==> images/flops_by_reg.png <==
The bar under the picture is 20 um long. Other sequential cells in the stronger grey, the rest of the logic in the fainter grey.
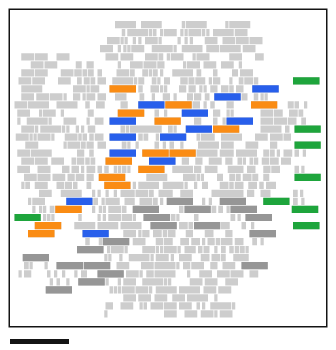
==> images/placement_by_type.png <==
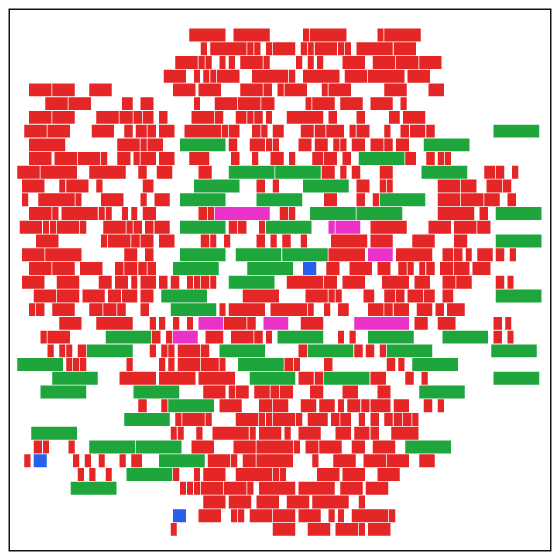
==> images/sizes.png <==
The bar under the picture is 20 um long.
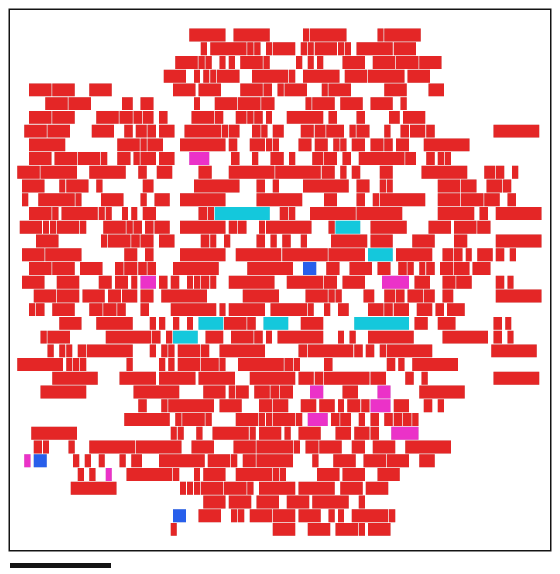
==> images/clocks.png <==
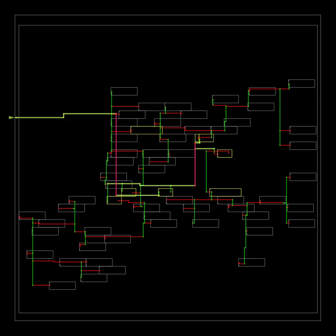
==> images/clk_routes.png <==
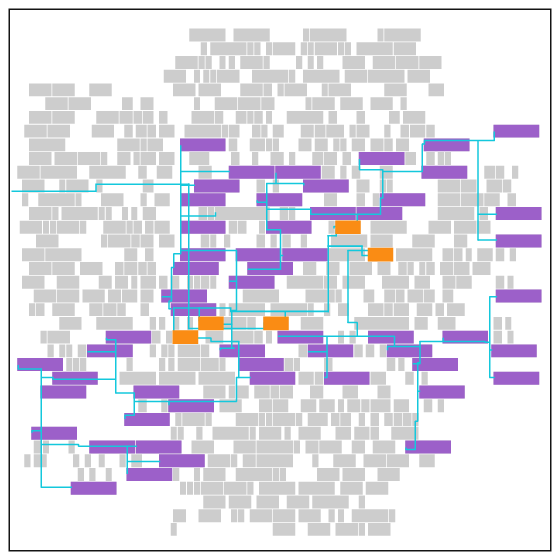
==> config.mk <==
export PLATFORM = sky130hd
export DESIGN_NAME = datapath_gray
export DESIGN_NICKNAME = d
export VERILOG_FILES = /design/src/rtl/datapath_gray.sv
export SDC_FILE = /design/constraint.sdc
export NUM_CORES = 1
export LEC_CHECK = 0
export CAP_MARGIN = 10
export CORE_UTILIZATION = 50
export DETAILED_ROUTE_END_ITERATION = 10
export DONT_BUFFER_PORTS = 1
export PLACE_DENSITY = 0.71
export SLEW_MARGIN = 30
export SYNTH_ARGS = -nofsm -noshare
export SYNTH_HDL_FRONTEND = slang
export SYNTH_SLANG_ARGS = --single-unit
==> constraint.sdc <==
create_clock -name i_clk -period 5.2 [get_ports i_clk]
set_clock_uncertainty 0.15 [all_clocks]
set_input_delay 0.52 -clock i_clk [delete_from_list [all_inputs] [get_ports i_clk]]
set_output_delay 0.52 -clock i_clk [all_outputs]
set_load 0.05 [all_outputs]
==> results.cfg <==
; generated from flow reports
[timing]
worst_slew_pin_slew_ns = 0.823
final-setup-viol-count = 0
setup_tns_ns = 0
drv_slew = 0
min_period_ns = 4.01
timing.fmax_mhz = 249
period_used_pct = 77.1
relSlewSlack_pct = 45.1
hold_violations = 0
rsz0062_at_grt = false

[synth]
synth-seq-cells = 55
edf_count = 0
synth.distinct_cells = 50
ys_async_sr_fraction_pct = 100
yosysTopAreaCell = ha_1
synth_chip_area_um2 = 5510
syn_inst = 568
synth_area_um2 = 5510
yosysMostFrequentCell = ha_1
syn-num-nets = 748
yosys-top-cells-area = ha_1 (26%), dfrtp_1 (25%), fa_1 (14%)
yosys.stat.seqShare_pct = 25.0
ff_type = dfrtp_1
top_area_share_pct = 25.7
yosys_cells = 568
syn_area_per_cell_um2 = 9.69

[die]
io_pins = 40
dieArea_um2 = 11400
fp_util_pct = 52.4
die_w_um = 107
die_h_um = 107

[critical_path]
worstPathMaxFanout = 4
crit_required_ns = 5.24
cp-end-kind = flip-flop
crit_type = in2reg
critPathLaunchType = input pin
r2r_cells = 8
cp_common_cell = ha_1
reg2reg_slack_ns = 2.11
slowest_stage = fa_1
cp_slowest_stage_delay_ns = 0.52
critPathArrivalTime_ns = 4.05
crit_buf_inv = 2
path_delay_family = adder cells

[clock_tree]
hold_buffers = 0
cts-resized-gates = 0
cts_buffer_depth = 2
root_buffer = clkbuf_8
htree_levels = 2
cts_tree = built
cts_setup_buffers = 0

[global_route]
antenna_found_initial = 0
grt_pass1_wl_mm = 18.0
first_global_vias = 3977
gr-total-overflow = 0
grt_max_degree = 56
track_usage_pct = 19.6

[min_path]
hold_path_class = in2async

[job]
drv_cap = 0
tool_warnings = 29

[detailed_routing]
dr_total_vias = 3814
wl_met3_um = 226
firstDrtPassIters = 4
highest_layer = met4
antenna_left = 0
wl_mm = 10.2
vias_per_cell = 5.43
drt_iter0_markers = 125
drc = 0
m1WireLength_mm = 4.96

[cells_and_area]
comb_area_um2 = 3800
diodes = 0
fin_cells = 703
nFillCells = 954
drive_above_1_share_pct = 3.53

[place]
dpl.hpwl_mm = 8.53
gp_congestion = 0.888

[pwr]
peakVddDrop_v = 0.000481
leakage_nw = 2.97

[status]
status = complete, no violations
-- flops_by_reg.png (at the start) --
[data_out] green | placed flops: 8
[g_prod_q] orange | placed flops: 15
[b_prod_q] blue | placed flops: 13
not coloured: 19
Sequential Power: 0.849 mW
Final Core Density: 54.9%
FF/Latch Area: 1380 um2

-- placement_by_type.png (at the start) --
[clock drivers and dummy loads] magenta | cells: 8 | share of their area: 2.4%
[remaining buffers and delay cells] blue | cells: 3 | share of their area: 0.40%
[combinational and other logic] red | cells: 501 | share of their area: 73%
[sequential cells] green | cells: 55 | share of their area: 25%
flop share of the area: 23.9%
Core ar.: 10500 um2
Row Count: 37

-- sizes.png (at the start) --
[_6 and larger] cyan | cells: 7
[_3 and _4 cells] blue | cells: 3
[_2 cells] magenta | cells: 10
[_0 and _1 cells] red | cells: 547
final instance area: 5770 um2
area added between synthesis and finish: 4.70%
Plain + repair buffers: 3
setup ws final: 1.19 ns

-- clocks.png (at the start) --
clk_lat worst skew: 0.31 ns
clk pwr: 0.331 mW
CTS sink count: 55

-- clk_routes.png (at the start) --
[clock drivers] orange | count: 5
[clock wires] cyan | length: 678 um
[flip-flops] purple | count: 55
routed clock nets: 6
clock network power share: 10.2%

[through the flow]
step           util, %  hold slack, ns  setup slack, ns  instance area (um2)  power, mW
2_1_floorplan        -           0.280             1.00                 5510       2.48
3_3_place_gp      53.6           0.296            0.922                 5630       2.84
3_5_place_dp      53.6           0.296            0.861                 5630       2.92
4_1_cts           54.9           0.144             1.19                 5770       3.27
5_1_grt           54.9           0.146             1.07                 5770       3.61
6_report          54.9           0.114             1.19                 5770       3.24
[metal layers]
| layer | track usage, % | up-vias |
|---|---|---|
| met2 | 33.5 | 44 |
| met3 | 2.61 | 13 |
| li1 | - | 1946 |
| met4 | 4.31 | 0 |
| met5 | 0 | - |
| met1 | 26.5 | 1811 |
[layout make-up]
cell class	count	share of cell area, %
inverter	71	4.62
clock inverter	2	1.04
tap	136	2.95
clock buffer	6	1.26
timing repair buffer	3	0.391
multi-input combinational	430	65.9
sequential	55	23.9
[cell usage in the layout (no fill, tap or decap), types with 4 or more instances in the layout]
| master | instances |
|---|---|
| dfrtp_1 | 55 |
| xnor2_1 | 15 |
| nor2b_1 | 6 |
| o21a_1 | 7 |
| a21o_1 | 12 |
| nor2_1 | 23 |
| nor3_1 | 8 |
| o31ai_1 | 5 |
| fa_1 | 38 |
| a21oi_1 | 29 |
| nand3_1 | 4 |
| xor2_1 | 13 |
| nand2_1 | 66 |
| inv_1 | 69 |
| o21ai_0 | 37 |
| a211oi_1 | 8 |
| ha_1 | 113 |
| clkbuf_8 | 5 |
| nand2b_1 | 4 |
[kinds of logic after synthesis]
group                    share of synthesized area, %
buffers and inverters                            6.04
multiplexers                                    0.386
flip-flops                                       25.0
adder cells (fa/ha/maj)                          39.5
XOR/XNOR                                         4.45
AND/OR/NAND/NOR                                  9.93
AND-OR/OR-AND                                    14.7
[report_power, final]
| part | switching, mW | internal, mW | total, mW | leakage [nW] |
|---|---|---|---|---|
| Clock | 0.139 | 0.193 | 0.331 | 0.0654 |
| Sequential | 0.250 | 0.600 | 0.849 | 0.655 |
| Combinational | 1.12 | 0.939 | 2.06 | 2.25 |
No activity file was given, so power comes from the tool's default toggle rates.
